`src/rtl/id_ex_stage.sv`:
```
// ID/EX pipeline stage: operand forwarding (EX > MEM > RF), load-use bubbles, handshaked ID/EX register.
// Optional stall counter output enabled by defining ID_EX_STALL_CNT_EN.
module id_ex_stage #(
  parameter int CTRL_W = 8,
  parameter int DATA_W = 32
) (
  input  logic              clk,
  input  logic              clr,
  input  logic              flush,
  input  logic              id_valid,
  output logic              id_ready,
  input  logic [4:0]        id_rs,
  input  logic [4:0]        id_rt,
  input  logic              id_use_rs,
  input  logic              id_use_rt,
  input  logic [4:0]        id_rd,
  input  logic              id_reg_write,
  input  logic              id_mem_read,
  input  logic [DATA_W-1:0] id_imm,
  input  logic [CTRL_W-1:0] id_ctrl,
  input  logic [DATA_W-1:0] rf_a,
  input  logic [DATA_W-1:0] rf_b,
  input  logic [DATA_W-1:0] ex_result,
  input  logic [4:0]        mem_rd,
  input  logic              mem_reg_write,
  input  logic [DATA_W-1:0] mem_result,
  input  logic              ex_ready,
  output logic              ex_valid,
  output logic [DATA_W-1:0] ex_a,
  output logic [DATA_W-1:0] ex_b,
  output logic [DATA_W-1:0] ex_imm,
  output logic [4:0]        ex_rd,
  output logic              ex_reg_write,
  output logic              ex_mem_read,
  output logic [CTRL_W-1:0] ex_ctrl
`ifdef ID_EX_STALL_CNT_EN
  ,
  output logic [31:0]       stall_cnt
`endif
);

  logic              ex_valid_q, ex_valid_d;
  logic [DATA_W-1:0] ex_a_q, ex_a_d;
  logic [DATA_W-1:0] ex_b_q, ex_b_d;
  logic [DATA_W-1:0] ex_imm_q, ex_imm_d;
  logic [4:0]        ex_rd_q, ex_rd_d;
  logic              ex_reg_write_q, ex_reg_write_d;
  logic              ex_mem_read_q, ex_mem_read_d;
  logic [CTRL_W-1:0] ex_ctrl_q, ex_ctrl_d;

  logic              ex_fwd_ok;
  logic              lu;
  logic [DATA_W-1:0] fwd_a, fwd_b;

  // A load in EX has no result yet, so only non-load producers forward from EX
  assign ex_fwd_ok = ex_valid_q & ex_reg_write_q & ~ex_mem_read_q;

  assign lu = id_valid & ex_valid_q & ex_mem_read_q & ex_reg_write_q & (ex_rd_q != 5'd0) &
              ((id_use_rs & (ex_rd_q == id_rs)) | (id_use_rt & (ex_rd_q == id_rt)));

  assign id_ready = ex_ready & ~lu;

  always_comb begin
    fwd_a = rf_a;
    if (id_rs == 5'd0) begin
      fwd_a = '0;
    end else if (ex_fwd_ok && (ex_rd_q == id_rs)) begin
      fwd_a = ex_result;
    end else if (mem_reg_write && (mem_rd == id_rs)) begin
      fwd_a = mem_result;
    end else begin
      fwd_a = rf_a;
    end
  end

  always_comb begin
    fwd_b = rf_b;
    if (id_rt == 5'd0) begin
      fwd_b = '0;
    end else if (ex_fwd_ok && (ex_rd_q == id_rt)) begin
      fwd_b = ex_result;
    end else if (mem_reg_write && (mem_rd == id_rt)) begin
      fwd_b = mem_result;
    end else begin
      fwd_b = rf_b;
    end
  end

  always_comb begin
    ex_valid_d     = ex_valid_q;
    ex_a_d         = ex_a_q;
    ex_b_d         = ex_b_q;
    ex_imm_d       = ex_imm_q;
    ex_rd_d        = ex_rd_q;
    ex_reg_write_d = ex_reg_write_q;
    ex_mem_read_d  = ex_mem_read_q;
    ex_ctrl_d      = ex_ctrl_q;
    // Control flags are kept at 0 whenever the slot is empty
    if (flush) begin
      ex_valid_d     = 1'b0;
      ex_reg_write_d = 1'b0;
      ex_mem_read_d  = 1'b0;
    end else if (ex_ready && lu) begin
      ex_valid_d     = 1'b0;
      ex_reg_write_d = 1'b0;
      ex_mem_read_d  = 1'b0;
    end else if (ex_ready) begin
      ex_valid_d     = id_valid;
      ex_a_d         = fwd_a;
      ex_b_d         = fwd_b;
      ex_imm_d       = id_imm;
      ex_rd_d        = id_rd;
      ex_reg_write_d = id_valid & id_reg_write;
      ex_mem_read_d  = id_valid & id_mem_read;
      ex_ctrl_d      = id_ctrl;
    end else begin
      ex_valid_d = ex_valid_q;
    end
  end

  always_ff @(posedge clk) begin
    if (clr) begin
      ex_valid_q     <= 1'b0;
      ex_a_q         <= '0;
      ex_b_q         <= '0;
      ex_imm_q       <= '0;
      ex_rd_q        <= 5'd0;
      ex_reg_write_q <= 1'b0;
      ex_mem_read_q  <= 1'b0;
      ex_ctrl_q      <= '0;
    end else begin
      ex_valid_q     <= ex_valid_d;
      ex_a_q         <= ex_a_d;
      ex_b_q         <= ex_b_d;
      ex_imm_q       <= ex_imm_d;
      ex_rd_q        <= ex_rd_d;
      ex_reg_write_q <= ex_reg_write_d;
      ex_mem_read_q  <= ex_mem_read_d;
      ex_ctrl_q      <= ex_ctrl_d;
    end
  end

  assign ex_valid     = ex_valid_q;
  assign ex_a         = ex_a_q;
  assign ex_b         = ex_b_q;
  assign ex_imm       = ex_imm_q;
  assign ex_rd        = ex_rd_q;
  assign ex_reg_write = ex_reg_write_q;
  assign ex_mem_read  = ex_mem_read_q;
  assign ex_ctrl      = ex_ctrl_q;

`ifdef ID_EX_STALL_CNT_EN
  logic [31:0] stall_cnt_q, stall_cnt_d;

  // Counts bubbles actually inserted into EX; wraps naturally
  always_comb begin
    stall_cnt_d = stall_cnt_q;
    if (lu && ex_ready && !flush) begin
      stall_cnt_d = stall_cnt_q + 32'd1;
    end else begin
      stall_cnt_d = stall_cnt_q;
    end
  end

  always_ff @(posedge clk) begin
    if (clr) begin
      stall_cnt_q <= 32'd0;
    end else begin
      stall_cnt_q <= stall_cnt_d;
    end
  end

  assign stall_cnt = stall_cnt_q;
`endif

endmodule

```
`config.mk`:
```
export PLATFORM = sky130hd
export DESIGN_NAME = id_ex_stage
export DESIGN_NICKNAME = d
export VERILOG_FILES = /design/src/rtl/id_ex_stage.sv
export SDC_FILE = /design/constraint.sdc
export NUM_CORES = 1
export LEC_CHECK = 0
export ABC_CLOCK_PERIOD_IN_PS = 3000
export CAP_MARGIN = 15
export CORE_MARGIN = 4
export CORE_UTILIZATION = 35
export CTS_CLUSTER_SIZE = 8
export DETAILED_ROUTE_END_ITERATION = 12
export HOLD_SLACK_MARGIN = 0.12
export PLACE_DENSITY_LB_ADDON = 0.2
export SYNTH_ARGS = -nofsm -noshare
export SYNTH_HDL_FRONTEND = slang
export SYNTH_SLANG_ARGS = --single-unit
```
`constraint.sdc`:
```
create_clock -name clk -period 3 [get_ports clk]
set_clock_uncertainty 0.2 [all_clocks]
set_input_delay 0.3 -clock clk [delete_from_list [all_inputs] [get_ports clk]]
set_output_delay 0.3 -clock clk [all_outputs]
set_load 0.01 [all_outputs]
```
### Routing congestion map

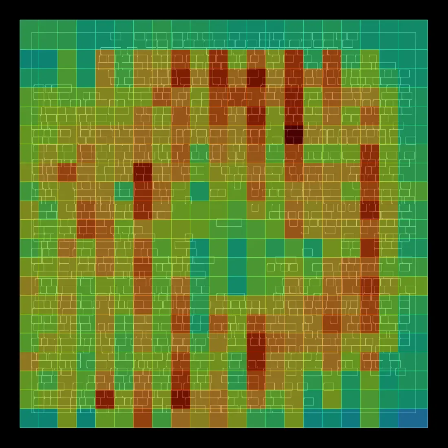
M1 GR Usage: 31.8%
Final Util: 54.6%

### Cell classes on the final placement

Drawn at 2 px/um.
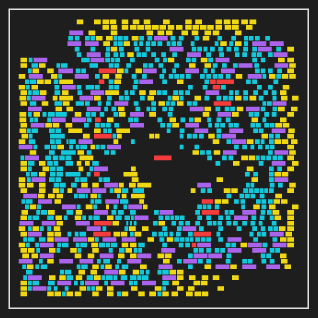
legend:
  red:
    class: clock drivers and dummy loads
    cells: 16
  purple:
    class: flip-flops
    cells: 112
  cyan:
    class: all other logic
    cells: 576
  yellow:
    class: other buffers and delay cells
    cells: 335
placement row count: 51
post-layout instance area: 10600 um2
sequential cell area share: 21.1%

### Sizing map

Drawn at 2 px/um.
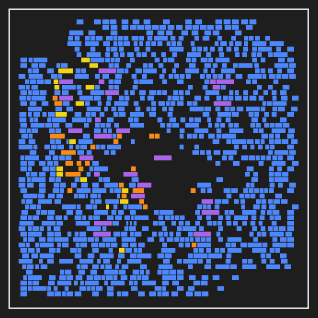
legend:
  purple:
    size: drive 6 and up
    cells: 24
  orange:
    size: drive 3 to 4
    cells: 23
  blue:
    size: drive 1 or less
    cells: 976
  yellow:
    size: drive 2
    cells: 16
Area Overhead vs Synth: 53.1%
nonclk buf count: 335
worst setup margin: 0.145 ns

### Layout detail

Region (25, 99) to (50, 124) um. Cells in grey, sequential cells in the stronger grey; small squares are vias.
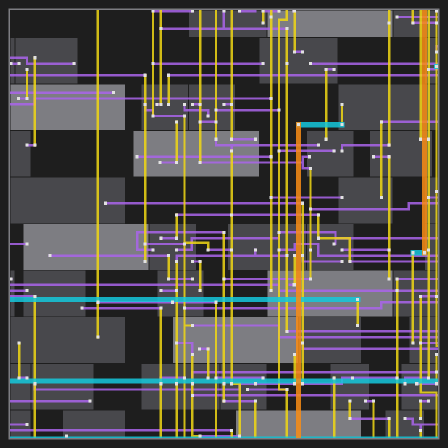
legend:
  orange:
    layer: met4
  purple:
    layer: met1
  cyan:
    layer: met3
  yellow:
    layer: met2
most frequent: dfxtp_1 (6), o211ai_1 (5), clkdlybuf4s50_1 (5)
netlist names of flops here include: ex_b (4), ex_a (2)
sequential cells in the window: 7
cells with their middle in the window: 34

synthesized netlist by cell type:
master,count
a2111o_1,1
a2111oi_0,3
a21boi_0,47
a21boi_1,17
a21oi_1,4
a32o_1,1
and2_0,2
and2_1,3
and3_1,66
buf_1,1
buf_2,12
buf_4,3
buf_6,7
clkbuf_1,72
dfxtp_1,112
inv_1,1
mux2i_1,46
nand2b_1,91
nand3b_1,65
nand4_1,1
nor2_1,5
nor3_1,5
nor3b_1,1
nor4_2,2
o211ai_1,64
o21ba_2,1
o31ai_1,124
o31ai_2,4
or4_1,2
xnor2_1,2
xor2_1,18
kinds of logic (layout without fill, tap and decap cells):
logic type             count (synthesis)  after routing  synth area share [%]
buffers and inverters                 96            352                  6.33
AND/OR/NAND/NOR                      243            243                  23.1
other                                  0              1                     0
flip-flops                           112            112                  32.3
XOR/XNOR                              20             20                  2.53
multiplexers                          46             46                  6.64
AND-OR/OR-AND                        266            266                  29.1
state kept, by name, summed over array words and instances (netlist names):
| register | cells |
|---|---|
| ex_mem_read | 1 |
| ex_valid | 1 |
| ex_b | 32 |
| ex_a | 32 |
| ex_ctrl | 8 |
| ex_rd | 5 |
| ex_reg_write | 1 |
| ex_imm | 32 |
worst reg2reg max path, stage by stage (launching register included):
cell and delay, ns:
dfxtp_1 0.33, buf_4 0.16, xor2_1 0.17, nor3_2 0.22, buf_4 0.42, and2_1 0.23, buf_4 0.28, o31ai_1 0.17
o31ai_1 0.22
where the power goes:
part	total [mW]	switching, mW	internal (mW)	leakage [nW]
registers	1.60	0.0435	1.56	0.916
logic	0.931	0.407	0.524	2.74
clock network	1.25	0.662	0.592	0.142
==> results.cfg <==
; physical design summary
[route]
wl_met3_um = 2910
via_per_inst = 5.56
route.detailed.drc = 0
wl_um = 27800
dr_total_vias = 7260
post_drt_wl_per_cell_um = 21.3
met1_length_um = 11300
met2WireLength_um = 12900
drtIter0Drc = 562

[global_routing]
busiest_layer = met2
grt_overflow = 0
grt.total_usage_pct = 24.5
met3_usage_pct = 7.81
grt_first_pass_wirelength_um = 42800
grt_pass1_vias = 7219

[timing]
hold_viol_final = 0
max_slew_margin_pct = 58.0
min_period_ns = 2.86
tightest_slew_ns = 0.630
holdWs_ns = 0.276
rsz0062_at_grt = false
finalClockPeriodUsage_pct = 95.2

[finish]
diodes = 1
largest_class = logic gates
clkCellAreaFrac_pct = 2.78
comb_share_pct = 40.9
drive_gt1_share_pct = 6.06
n_all_inverters = 1
seq_cells = 112
regArea_um2 = 2240
layout_top_cell = clkdlybuf4s50_1
fillers = 1799

[logic_synthesis]
area_leaders = dfxtp_1 32%, o31ai_1 13%, nand2b_1 8.2%, nand3b_1 7.0%, o211ai_1 6.9%
ys_area_um2 = 6940
synth.cell_area_um2 = 6940
synth_seq_share_pct = 32.3
yosys_warnings = 0
synth.avg_cell_area_um2 = 8.86
yosysUniqueCellTypes = 31

[run]
drv_cap = 0
tool_warnings = 26

[die]
die_width_um = 149
fp.dieH_um = 149
initial_utilization_pct = 35.6
core-area_um2 = 19500

[setup_path]
reg2reg_depth = 8
required_ns = 2.50
arrival_ns = 2.36
rr_startpoint = ex_rd[1]
critPathKind = primary input to primary output
reg2reg_to = ex_b[2]
end_kind = primary output
cp_max_fo = 5
critical_path_cell_count = 7
slowest_stage = clkdlybuf4s50_1
critPathLaunchType = primary input

[outcome]
run_status = finished, final reports clean

[pwr]
power.density_nw_per_um2 = 357
ir_drop_mv = 0.280
p_leak_nw = 3.79

[worst_hold_path]
hold_end = ex_ctrl[7]
min_from = ex_ctrl[7]
hold_class = flop to flop
hold_path_depth = 2

[cts]
clk_pin_slew_ns = 0.09
h-tree-depth = 3
cts-root-buf = clkbuf_16
cts_buffers = 9

[placed_design]
pre_cts_ws_ns = 0.0713
portBuffers = 310
dpl_cell_area_um2 = 10300
Power figures rest on the tool's default switching activity, not on a simulated workload.
